`src/rtl/display_pkg.sv`:
```
// display_pkg: segment constants, hex decode table and parameter legality check for the scan mux.
package display_pkg;

    localparam logic [6:0] SEG_BLANK = 7'h7F;

    // Active-low {a,b,c,d,e,f,g}, indexed by hex value 0..F
    localparam logic [6:0] SEG_TABLE [16] = '{
        7'b0000001, 7'b1001111, 7'b0010010, 7'b0000110,
        7'b1001100, 7'b0100100, 7'b0100000, 7'b0001111,
        7'b0000000, 7'b0001100, 7'b0001000, 7'b1100000,
        7'b0110001, 7'b1000010, 7'b0110000, 7'b0111000
    };

    function automatic logic [6:0] hex_to_seg(input logic [3:0] hex);
        return SEG_TABLE[hex];
    endfunction

    function automatic bit params_ok(input int n_digits, input int refresh_div,
                                     input int dead_cycles, input int blink_frames);
        return n_digits >= 1 && n_digits <= 8 && dead_cycles >= 0 &&
               refresh_div >= dead_cycles + 2 && blink_frames >= 1;
    endfunction

endpackage

```
`src/rtl/display_scan_mux_seg7.sv`:
```
// seg7_hex_decoder: combinational hex nibble to active-low 7-segment pattern.
module seg7_hex_decoder
    import display_pkg::*;
(
    input  logic [3:0] hex,
    output logic [6:0] seg
);

    assign seg = hex_to_seg(hex);

endmodule

```
`src/rtl/display_scan_mux.sv`:
```
// display_scan_mux: N-digit multiplexed common-anode driver with shadow registers, dead-time and blink.
module display_scan_mux
    import display_pkg::*;
#(
    parameter int N_DIGITS     = 4,
    parameter int REFRESH_DIV  = 50000,
    parameter int DEAD_CYCLES  = 64,
    parameter int BLINK_FRAMES = 64
) (
    input  logic                  clk,
    input  logic                  rst_n,
    input  logic                  load,
    input  logic [4*N_DIGITS-1:0] digits_in,
    input  logic [N_DIGITS-1:0]   blank_in,
    input  logic [N_DIGITS-1:0]   dp_in,
    input  logic [N_DIGITS-1:0]   blink_in,
    output logic [6:0]            seg_n,
    output logic                  dp_n,
    output logic [N_DIGITS-1:0]   an_n,
    output logic                  frame_tick
);

    localparam int DW = $clog2(REFRESH_DIV);
    localparam int IW = N_DIGITS > 1 ? $clog2(N_DIGITS) : 1;
    localparam int FW = BLINK_FRAMES > 1 ? $clog2(BLINK_FRAMES) : 1;

    if (!params_ok(N_DIGITS, REFRESH_DIV, DEAD_CYCLES, BLINK_FRAMES)) begin : g_bad_params
        $error("display_scan_mux: illegal parameter combination");
    end

    logic [DW-1:0]         div_cnt;
    logic [IW-1:0]         idx;
    logic [FW-1:0]         frame_cnt;
    logic                  blink_phase;
    logic [4*N_DIGITS-1:0] digits_sh;
    logic [N_DIGITS-1:0]   blank_sh;
    logic [N_DIGITS-1:0]   dp_sh;
    logic [N_DIGITS-1:0]   blink_sh;
    logic                  div_wrap;
    logic                  idx_wrap;
    logic                  frame_wrap;
    logic                  dark;
    logic [6:0]            cur_seg;

    assign div_wrap   = div_cnt == DW'(REFRESH_DIV - 1);
    assign idx_wrap   = div_wrap && idx == IW'(N_DIGITS - 1);
    assign frame_wrap = idx_wrap && frame_cnt == FW'(BLINK_FRAMES - 1);
    // Dead-time at slot start keeps the previous digit's segments from ghosting
    assign dark       = div_cnt < DW'(DEAD_CYCLES) || blank_sh[idx] || (blink_sh[idx] && blink_phase);

    seg7_hex_decoder u_dec (
        .hex (digits_sh[4*idx +: 4]),
        .seg (cur_seg)
    );

    always_ff @(posedge clk or negedge rst_n) begin
        if (!rst_n) begin
            div_cnt     <= '0;
            idx         <= '0;
            frame_cnt   <= '0;
            blink_phase <= 1'b0;
            digits_sh   <= '0;
            blank_sh    <= '0;
            dp_sh       <= '0;
            blink_sh    <= '0;
            seg_n       <= SEG_BLANK;
            dp_n        <= 1'b1;
            an_n        <= '1;
            frame_tick  <= 1'b0;
        end else begin
            if (load) begin
                digits_sh <= digits_in;
                blank_sh  <= blank_in;
                dp_sh     <= dp_in;
                blink_sh  <= blink_in;
            end
            div_cnt <= div_wrap ? '0 : div_cnt + 1'b1;
            if (div_wrap)
                idx <= idx_wrap ? '0 : idx + 1'b1;
            if (idx_wrap)
                frame_cnt <= frame_wrap ? '0 : frame_cnt + 1'b1;
            if (frame_wrap)
                blink_phase <= ~blink_phase;
            frame_tick <= idx_wrap;
            seg_n      <= dark ? SEG_BLANK : cur_seg;
            dp_n       <= dark | ~dp_sh[idx];
            an_n       <= dark ? '1 : ~(N_DIGITS'(1) << idx);
        end
    end

endmodule

```
`config.mk`:
```
export PLATFORM = sky130hd
export DESIGN_NAME = display_scan_mux
export DESIGN_NICKNAME = d
export VERILOG_FILES = /design/src/rtl/display_pkg.sv /design/src/rtl/display_scan_mux_seg7.sv /design/src/rtl/display_scan_mux.sv
export SDC_FILE = /design/constraint.sdc
export NUM_CORES = 1
export LEC_CHECK = 0
export ABC_AREA = 1
export CORE_AREA = 3 3 100 102
export DETAILED_ROUTE_END_ITERATION = 8
export DIE_AREA = 0 0 103 105
export PLACE_DENSITY = 0.69
export SLEW_MARGIN = 10
export SYNTH_ARGS = -nofsm -noshare
export SYNTH_HDL_FRONTEND = slang
export SYNTH_SLANG_ARGS = --single-unit
```
`constraint.sdc`:
```
create_clock -name clk -period 1.6 [get_ports clk]
set_input_delay 0.4 -clock clk [delete_from_list [all_inputs] [get_ports clk]]
set_output_delay 0.4 -clock clk [all_outputs]
set_load 0.05 [all_outputs]
```
### Metal 1, run 1

Supply wires on this layer in gray.
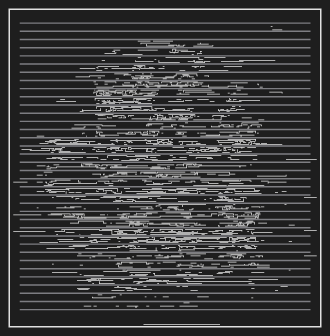
The layer holds 48% of the routed length. 473 nets have wire on it. The longest straight run is 25.3 um.

### The metal 2 layer, run 1

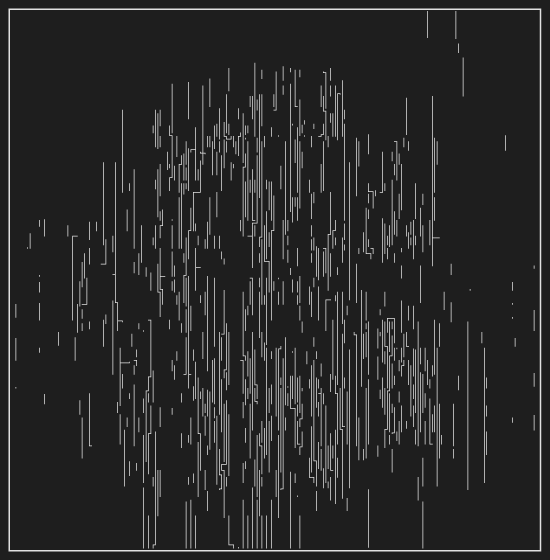
The layer carries 3490 um of wire. 406 nets have wire on it. The wires run mostly vertical.

==> results.py, run 1 <==
# Generated from Yosys and OpenROAD reports
metrics = {
    "cells_and_area": {
        "fin_util": 0.521,
        "nNonClkInverters": 45,
        "layout_top_cell": "nand2_1",
        "drive_above_1_share": 0.304,
        "finalInstanceArea_um2": 4790,
        "nonClkBufAreaFrac": 0.170,
        "largest_cell_class": "combinational gates",
        "syn2layout_area_growth_pct": 32.3,
        "n_antenna_cell": 0,
    },
    "die": {
        "die_h_um": 105,
        "rows": 35,
        "die_area_um2": 10800,
        "die_w_um": 103,
    },
    "timing": {
        "rsz0062_at_grt": "yes",
        "fmax_mhz": 644,
        "finalSetupTns_ps": 0,
        "slew_headroom": 0.765,
        "fin_crit_ps": 1550,
        "period_used_share": 0.971,
    },
    "critical_path": {
        "setup.worst_path.start": "idx[0]",
        "required_ps": 1880,
        "cp_slowest_cell": "dfrtp_2",
        "crit_top_cell": "nand2_1",
        "crit_chain": "buf_12 > clkinv_8 > nand2_1 > nand3_2 > nand2_4 > ha_4 > nand3b_1 > nand2_1 > nand2_1 > nand3_2",
        "worst_setup_path_start_kind": "flop",
        "ff2ff_setup_slack_ps": 50,
        "r2r_end": "seg_n[3]",
    },
    "clock_network": {
        "htreeDepth": 3,
        "clk_pin_slew_ps": 70,
        "root_buffer": "clkbuf_8",
        "clkLatencyLatePin_ps": 330,
    },
    "synthesis": {
        "ys.flop_type": "dfrtp_1",
        "syn_inst": 415,
        "ys_seq_share": 0.460,
        "synth_top_area_share": 0.373,
        "yosysMostFrequentCell": "nand2_1",
        "synth.ff_latch_count": 66,
        "synthArstFlopShare": 1.00,
        "ys_area_um2": 3620,
        "yosys_warnings": 0,
    },
    "worst_hold_path": {
        "hold_class": "in2async",
    },
    "power_and_ir_drop": {
        "p_seq_mw": 1.77,
        "p_sw_uw": 842,
        "p_clk_frac": 0.404,
        "p_int_mw": 2.85,
        "p_comb_frac": 0.115,
    },
    "outcome": {
        "status": "finished clean",
    },
    "routing": {
        "drcViolationCount": 0,
        "final_antenna_net_count": 0,
    },
    "placed_design": {
        "placed_cells": 573,
    },
    "job": {
        "warnings": 35,
    },
    "global_route": {
        "grt_pass1_wl_mm": 12.2,
    },
}
### Clock nets, run 1

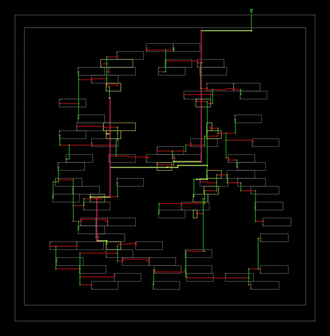
Flops: 66
# clk buffers: 11
clk pwr: 1.49 mW

### The metal 3 layer, run 1

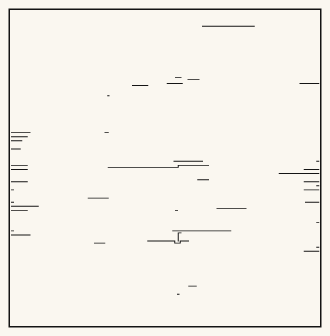
The longest straight run is 23.2 um. 35 nets have wire on it. The layer carries 245 um of wire. The wires run mostly horizontal. The layer holds 3.3% of the routed length.

## run 1: kinds of logic (layout without fill, tap and decap cells)
family          Yosys count  count (layout)  share of synthesized area
compound gates           30              30                     0.0463
flops                    66              66                      0.460
simple gates            223             223                      0.296
buf+inv                  56             128                     0.0754
xor+xnor                 10              10                     0.0242
mux                      18              18                     0.0560
fa+ha+maj                12              12                     0.0415
## run 1: layer usage
layer	part of all wire	routed length, um	track usage
met1	0.48	3520	0.203
met5	0	0	0
met2	0.47	3490	0.207
met4	0.018	136	0.0574
met3	0.033	244	0.0214
## run 1: sequential cells by signal, summed over array words and instances, names as in the netlist
name	cells
blank_sh	4
blink_phase	1
frame_tick	1
idx	2
digits_sh	16
dp_sh	4
dp_n	1
div_cnt	16
an_n	4
frame_cnt	6
blink_sh	4
seg_n	7
--- run 2 (diff from run 1) ---
Settings changed: HOLD_SLACK_MARGIN from default to 0.08.
### The metal 2 layer, run 2

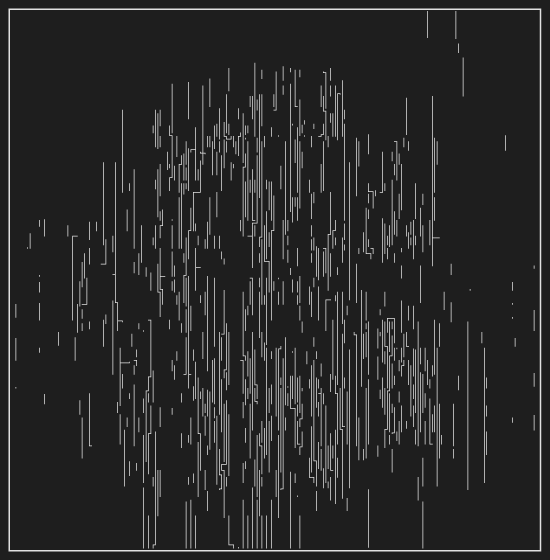
The layer holds 47% of the routed length. The layer carries 3490 um of wire. 406 nets have wire on it. The longest straight run is 33.0 um. The wires run mostly vertical.
final WL: 7.39 mm
DR vias: 2851
met2 Use GR: 0.207

==> run 2 against run 1 <==
Design area stayed put. Critical path type unchanged. Total power unchanged. Routed wire length did not move. Sequential share of layout area unchanged. Cell count stayed put. Fmax unchanged. Critical endpoint unchanged.
==> results.py, run 2 <==
# Generated from Yosys and OpenROAD reports
metrics = {
    "routing": {
        "final_antenna_net_count": 0,
        "drcViolationCount": 0,
    },
    "cells_and_area": {
        "largestRegisters": "digits_sh: 16 flops, div_cnt: 16 flops, seg_n: 7 flops",
        "syn2layout_area_growth_pct": 32.3,
        "fin_util": 0.521,
        "finalInstanceArea_um2": 4790,
        "drive_above_1_share": 0.304,
        "layout_top_cell": "nand2_1",
    },
    "power_and_ir_drop": {
        "p_clk_frac": 0.404,
        "p_int_mw": 2.85,
        "p_comb_frac": 0.115,
        "p_sw_uw": 842,
    },
    "timing": {
        "fmax_mhz": 644,
        "period_used_share": 0.971,
        "slew_headroom": 0.765,
        "rsz0062_at_grt": "yes",
        "finalSetupTns_ps": 0,
    },
    "critical_path": {
        "setup.worst_path.start": "idx[0]",
        "cp_slowest_cell": "dfrtp_2",
        "crit_top_cell": "nand2_1",
        "crit_chain": "buf_12 > clkinv_8 > nand2_1 > nand3_2 > nand2_4 > ha_4 > nand3b_1 > nand2_1 > nand2_1 > nand3_2",
        "ff2ff_setup_slack_ps": 50,
        "required_ps": 1880,
        "worst_setup_path_start_kind": "flop",
    },
    "job": {
        "warnings": 35,
    },
    "placed_design": {
        "placed_cells": 573,
    },
    "die": {
        "die_area_um2": 10800,
        "die_w_um": 103,
        "rows": 35,
    },
    "synthesis": {
        "synth_top_area_share": 0.373,
        "synthArstFlopShare": 1.00,
        "synth.ff_latch_count": 66,
        "yosysMostFrequentCell": "nand2_1",
        "ys.flop_type": "dfrtp_1",
        "synth-compound-area-share": 0.0463,
        "yosys_warnings": 0,
        "fa_ha_area_frac": 0.0415,
        "synthTopLogicFamily": "simple AND/OR/NAND/NOR gates",
        "ys_sh_simple": 0.296,
    },
    "global_route": {
        "grt_pass1_wl_mm": 12.2,
    },
    "worst_hold_path": {
        "hold_class": "in2async",
    },
    "outcome": {
        "status": "finished clean",
    },
    "clock_network": {
        "clk_pin_slew_ps": 70,
    },
}
### Clock nets, run 2

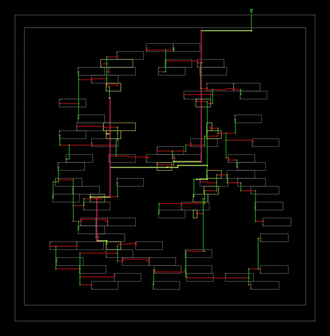
Sink Count: 66
skew final: 12.0 ps
Clock Latency Late Sink: 330 ps
TritonCTS Buffers: 9

[run 2: cell counts after synthesis]
No cell type changed its count.
[run 2: area by class of cell]
type | count | share of cell area
clock buffers | 11 | 0.0295
clock inverters | 3 | 0.0136
inverters | 45 | 0.0384
multi-input cells | 293 | 0.371
flip-flops and latches | 66 | 0.348
well taps | 111 | 0.0290
repair buffers | 69 | 0.170
[run 2: final timing paths]
check                               end
setup / recovery               seg_n[3]
hold / removal             frame_cnt[3]
setup reg to reg               seg_n[3]
hold reg to reg             blink_phase
max in group asynchronous          dp_n
min in group clk            blink_phase
[run 2: routing by layer]
metal,wire (um),GRT usage,vias to the layer above
met1,3520,0.203,1326
li1,-,-,1458
met3,244,0.0214,12
met5,0,0,-
met2,3490,0.207,55
met4,136,0.0574,0
Power and IR drop assume default switching activity.
